==> src/rtl/seg_scan_driver_pkg.sv <==
// Shared constants and the hex-to-segment decoder for the seg_scan_driver block.
// Segment vectors are {g,f,e,d,c,b,a}, active-low.
package seg_pkg;

    localparam logic [6:0] SEG_OFF = 7'h7F;

    localparam logic [6:0] HEX_SEG [16] = '{
        7'b1000000,  // 0
        7'b1111001,  // 1
        7'b0100100,  // 2
        7'b0110000,  // 3
        7'b0011001,  // 4
        7'b0010010,  // 5
        7'b0000010,  // 6
        7'b1111000,  // 7
        7'b0000000,  // 8
        7'b0010000,  // 9
        7'b0001000,  // A
        7'b0000011,  // b
        7'b1000110,  // C
        7'b0100001,  // d
        7'b0000110,  // E
        7'b0001110   // F
    };

    // How the display register is updated in a given cycle.
    typedef enum logic [1:0] {
        UPD_HOLD,
        UPD_PEND,
        UPD_BYPASS,
        UPD_COMMIT
    } upd_e;

    function automatic logic [6:0] hex_to_seg(input logic [3:0] i_hex);
        return HEX_SEG[i_hex];
    endfunction

endpackage

==> src/rtl/seg_scan_driver_prescaler.sv <==
// Slot prescaler and digit index counter for the scan driver.
// Produces the frame-boundary strobe (last cycle of the last digit slot).
module scan_prescaler #(
    parameter int NUM_DIGITS = 4,
    parameter int SCAN_DIV   = 50000,
    localparam int PW        = $clog2(SCAN_DIV),
    localparam int IW        = $clog2(NUM_DIGITS)
) (
    input  logic          i_clk,
    input  logic          i_rst,
    output logic [PW-1:0] o_p,
    output logic [IW-1:0] o_idx,
    output logic          o_frame
);

    logic [PW-1:0] r_p;
    logic [IW-1:0] r_idx;
    logic          w_term;

    assign w_term  = (r_p == PW'(SCAN_DIV - 1));
    assign o_frame = w_term && (r_idx == IW'(NUM_DIGITS - 1));
    assign o_p     = r_p;
    assign o_idx   = r_idx;

    always_ff @(posedge i_clk) begin
        if (i_rst) begin
            r_p   <= '0;
            r_idx <= '0;
        end else if (w_term) begin
            r_p <= '0;
            if (r_idx == IW'(NUM_DIGITS - 1)) begin
                r_idx <= '0;
            end else begin
                r_idx <= r_idx + 1'b1;
            end
        end else begin
            r_p <= r_p + 1'b1;
        end
    end

endmodule

==> src/rtl/seg_scan_driver.sv <==
// Time-multiplexed common-anode 7-segment driver; new values take effect only at frame boundaries.
// Optional leading-zero blanking is enabled by defining SEG_LZB_EN.
import seg_pkg::*;

module seg_scan_driver #(
    parameter int NUM_DIGITS = 4,
    parameter int SCAN_DIV   = 50000,
    parameter int BLANK_CYC  = 500
) (
    input  logic                          clk,
    input  logic                          rst,
    input  logic [4*NUM_DIGITS-1:0]       value_i,
    input  logic [NUM_DIGITS-1:0]         dp_i,
    input  logic                          load_i,
    output logic [6:0]                    seg_o,
    output logic                          dp_o,
    output logic [NUM_DIGITS-1:0]         an_o,
    output logic [$clog2(NUM_DIGITS)-1:0] digit_idx_o,
    output logic                          frame_done_o
);

    localparam int PW = $clog2(SCAN_DIV);
    localparam int IW = $clog2(NUM_DIGITS);

    logic [PW-1:0]           w_p;
    logic [IW-1:0]           w_idx;
    logic                    w_frame;

    logic [4*NUM_DIGITS-1:0] r_disp;
    logic [NUM_DIGITS-1:0]   r_dpr;
    logic [4*NUM_DIGITS-1:0] r_pend;
    logic [NUM_DIGITS-1:0]   r_pend_dp;
    logic                    r_pend_valid;

    logic [6:0]              r_seg;
    logic                    r_dp_n;
    logic [NUM_DIGITS-1:0]   r_an;
    logic                    r_frame_done;

    upd_e                    w_upd;
    logic [3:0]              w_digit;
    logic                    w_blank;
    logic [NUM_DIGITS-1:0]   w_an;

    scan_prescaler #(
        .NUM_DIGITS (NUM_DIGITS),
        .SCAN_DIV   (SCAN_DIV)
    ) u_prescaler (
        .i_clk   (clk),
        .i_rst   (rst),
        .o_p     (w_p),
        .o_idx   (w_idx),
        .o_frame (w_frame)
    );

    // A load in the boundary cycle wins over anything already pending.
    always_comb begin
        w_upd = UPD_HOLD;
        if (w_frame) begin
            if (load_i) begin
                w_upd = UPD_BYPASS;
            end else if (r_pend_valid) begin
                w_upd = UPD_COMMIT;
            end
        end else if (load_i) begin
            w_upd = UPD_PEND;
        end
    end

    always_comb begin
        w_digit = r_disp[4*w_idx +: 4];
        w_blank = 1'b0;
`ifdef SEG_LZB_EN
        w_blank = (w_idx != '0) && ((r_disp >> (4*w_idx)) == '0) && !r_dpr[w_idx];
`endif
        w_an = '1;
        if (w_p >= PW'(BLANK_CYC)) begin
            w_an[w_idx] = 1'b0;
        end
    end

    always_ff @(posedge clk) begin
        if (rst) begin
            r_disp       <= '0;
            r_dpr        <= '0;
            r_pend       <= '0;
            r_pend_dp    <= '0;
            r_pend_valid <= 1'b0;
            r_seg        <= SEG_OFF;
            r_dp_n       <= 1'b1;
            r_an         <= '1;
            r_frame_done <= 1'b0;
        end else begin
            r_seg        <= w_blank ? SEG_OFF : hex_to_seg(w_digit);
            r_dp_n       <= w_blank | ~r_dpr[w_idx];
            r_an         <= w_an;
            r_frame_done <= w_frame;
            case (w_upd)
                UPD_PEND: begin
                    r_pend       <= value_i;
                    r_pend_dp    <= dp_i;
                    r_pend_valid <= 1'b1;
                end
                UPD_BYPASS: begin
                    r_disp       <= value_i;
                    r_dpr        <= dp_i;
                    r_pend_valid <= 1'b0;
                end
                UPD_COMMIT: begin
                    r_disp       <= r_pend;
                    r_dpr        <= r_pend_dp;
                    r_pend_valid <= 1'b0;
                end
                default: ;
            endcase
        end
    end

    assign seg_o        = r_seg;
    assign dp_o         = r_dp_n;
    assign an_o         = r_an;
    assign frame_done_o = r_frame_done;
    assign digit_idx_o  = w_idx;

endmodule

==> config.mk <==
export PLATFORM = sky130hd
export DESIGN_NAME = seg_scan_driver
export DESIGN_NICKNAME = d
export VERILOG_FILES = /design/src/rtl/seg_scan_driver_pkg.sv /design/src/rtl/seg_scan_driver_prescaler.sv /design/src/rtl/seg_scan_driver.sv
export SDC_FILE = /design/constraint.sdc
export NUM_CORES = 1
export LEC_CHECK = 0
export CAP_MARGIN = 25
export CORE_UTILIZATION = 51
export CTS_CLUSTER_SIZE = 16
export DETAILED_ROUTE_END_ITERATION = 8
export PLACE_DENSITY = 0.8
export SLEW_MARGIN = 15
export SYNTH_ARGS = -nofsm -noshare
export SYNTH_HDL_FRONTEND = slang
export SYNTH_SLANG_ARGS = --single-unit
==> constraint.sdc <==
create_clock -name clk -period 1.9 [get_ports clk]
set_input_delay 0.38 -clock clk [delete_from_list [all_inputs] [get_ports clk]]
set_output_delay 0.38 -clock clk [all_outputs]
set_load 0.03 [all_outputs]
==> images/drive_strength.png <==
Drawn at 4 px/micron.
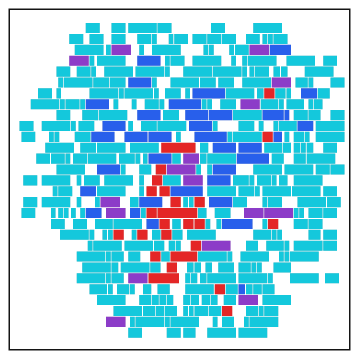
drive 3 to 4: drawn in red, cells 25. drive 2: drawn in blue, cells 36. drive 1 or less: drawn in cyan, cells 321. drive 6 and up: drawn in purple, cells 16.
Area Overhead vs Synth: 22.0%
Non-clk bufs: 61
fin area: 0.00426 sq mm

==> images/final_placement.png <==
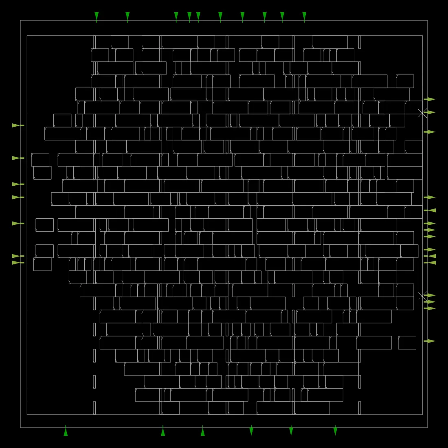
fin util: 65.6%
filler cell count: 473
Final Non-Filler Cells: 475
# Taps: 77

==> images/met1.png <==
Drawn at 6 px/micron. Supply wires on this layer in gray. Cells faint in the background.
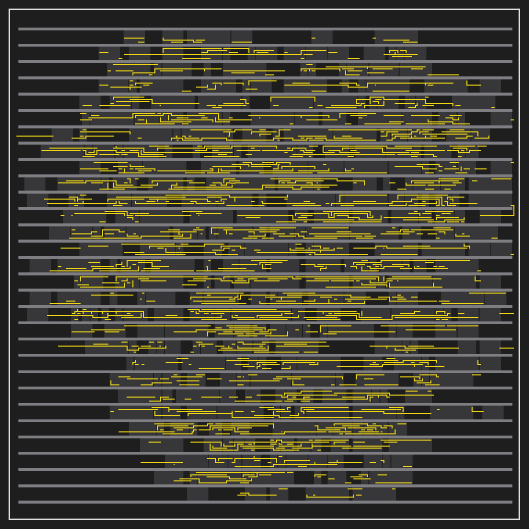
386 nets have wire on it. The layer holds 47% of the routed length.
drt total wl: 7440 microns
met1 usage: 30.4%
DR vias: 2710

==> images/port_nets.png <==
Drawn at 4 px/micron.
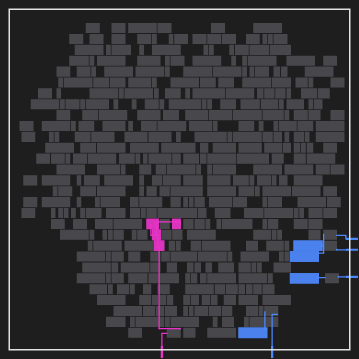
an_o: drawn in blue, bits 4, direction output, end cells 4, buffers 4, wire 32.7 microns. load_i: drawn in magenta, bits 1, direction input, end cells 4, buffers 1, wire 49.0 microns.
io pins: 38
port bufs: 37

==> impl_metrics.yaml <==
# flow metrics
detailed_routing:
  wl_met3_microns: 415
  drc: 2
  met2_length_microns: 3390
  wl_per_cell_microns: 15.7
  m1WireLength_microns: 3510
global_routing:
  grtUsageMet2_pct: 32.9
  antenna_found_initial: 0
  busiest_layer: "met2"
  use_met3_pct: 3.83
  grt_pass1_wl_microns: 12400
  grt_overflow: 0
cells_and_area:
  flops: 72
  sh_comb_area_pct: 43.1
  lay_top_count: "dfxtp_1"
  clock_cell_area_share_pct: 4.35
  comb_cells: 220
  seq_share_pct: 33.9
  area.combinational_sq_mm: 0.00184
power:
  comb_power_mw: 0.225
  irDropWorstVdd_mv: 0.320
  total_power_mw: 2.93
  powerClk_mw: 1.14
  power_density_mw_per_mm2: 688
  power.group.top: "sequential cells"
  cell_internal_pwr_mw: 2.24
  powerSeq_mw: 1.57
yosys:
  area_leaders: "dfxtp_1 41%, o32ai_2 8.4%, mux2i_1 6.3%"
  fp_nets: 385
  yosysUniqueCellTypes: 41
  ys_area_sq_mm: 0.00349
  synthTopLogicFamily: "AND-OR/OR-AND gates"
  ys_sh_xor_pct: 3.01
  mux_share_pct: 10.2
  async_flop_share_pct: 0
hold_path:
  worstHoldStart: "r_pend[6]"
floorplanning:
  core_region_area_sq_mm: 0.00649
  fp_util_pct: 53.8
  die_area_sq_mm: 0.00718
  fp.dieH_microns: 84.8
clocking:
  clk_latency_ps: 350
  cts-htree-levels: 3
  postCtsSetupRepairBufs: 0
run_status:
  status: "finished, violations left"
  violations: "DRC, setup timing"
worst_setup_path:
  cp.depth: 6
  crit-reg2reg-launch: "u_prescaler.o_p[0]"
  path_buffers: 1
  worst-r2r-setup-slack_ps: -4
  crit_type: "flip-flop to flip-flop"
  cp-end-kind: "flip-flop"
placement:
  dp_slack_ps: 83.0
final_timing:
  timing.final.crit_share_pct: 100
  final-setup-viol-count: 2
  final.setup.worst_slack_ps: -4.29
  fin_skew_ps: 10.7
  max_freq_ghz: 0.525
Power is estimated from default activity; no workload was simulated.
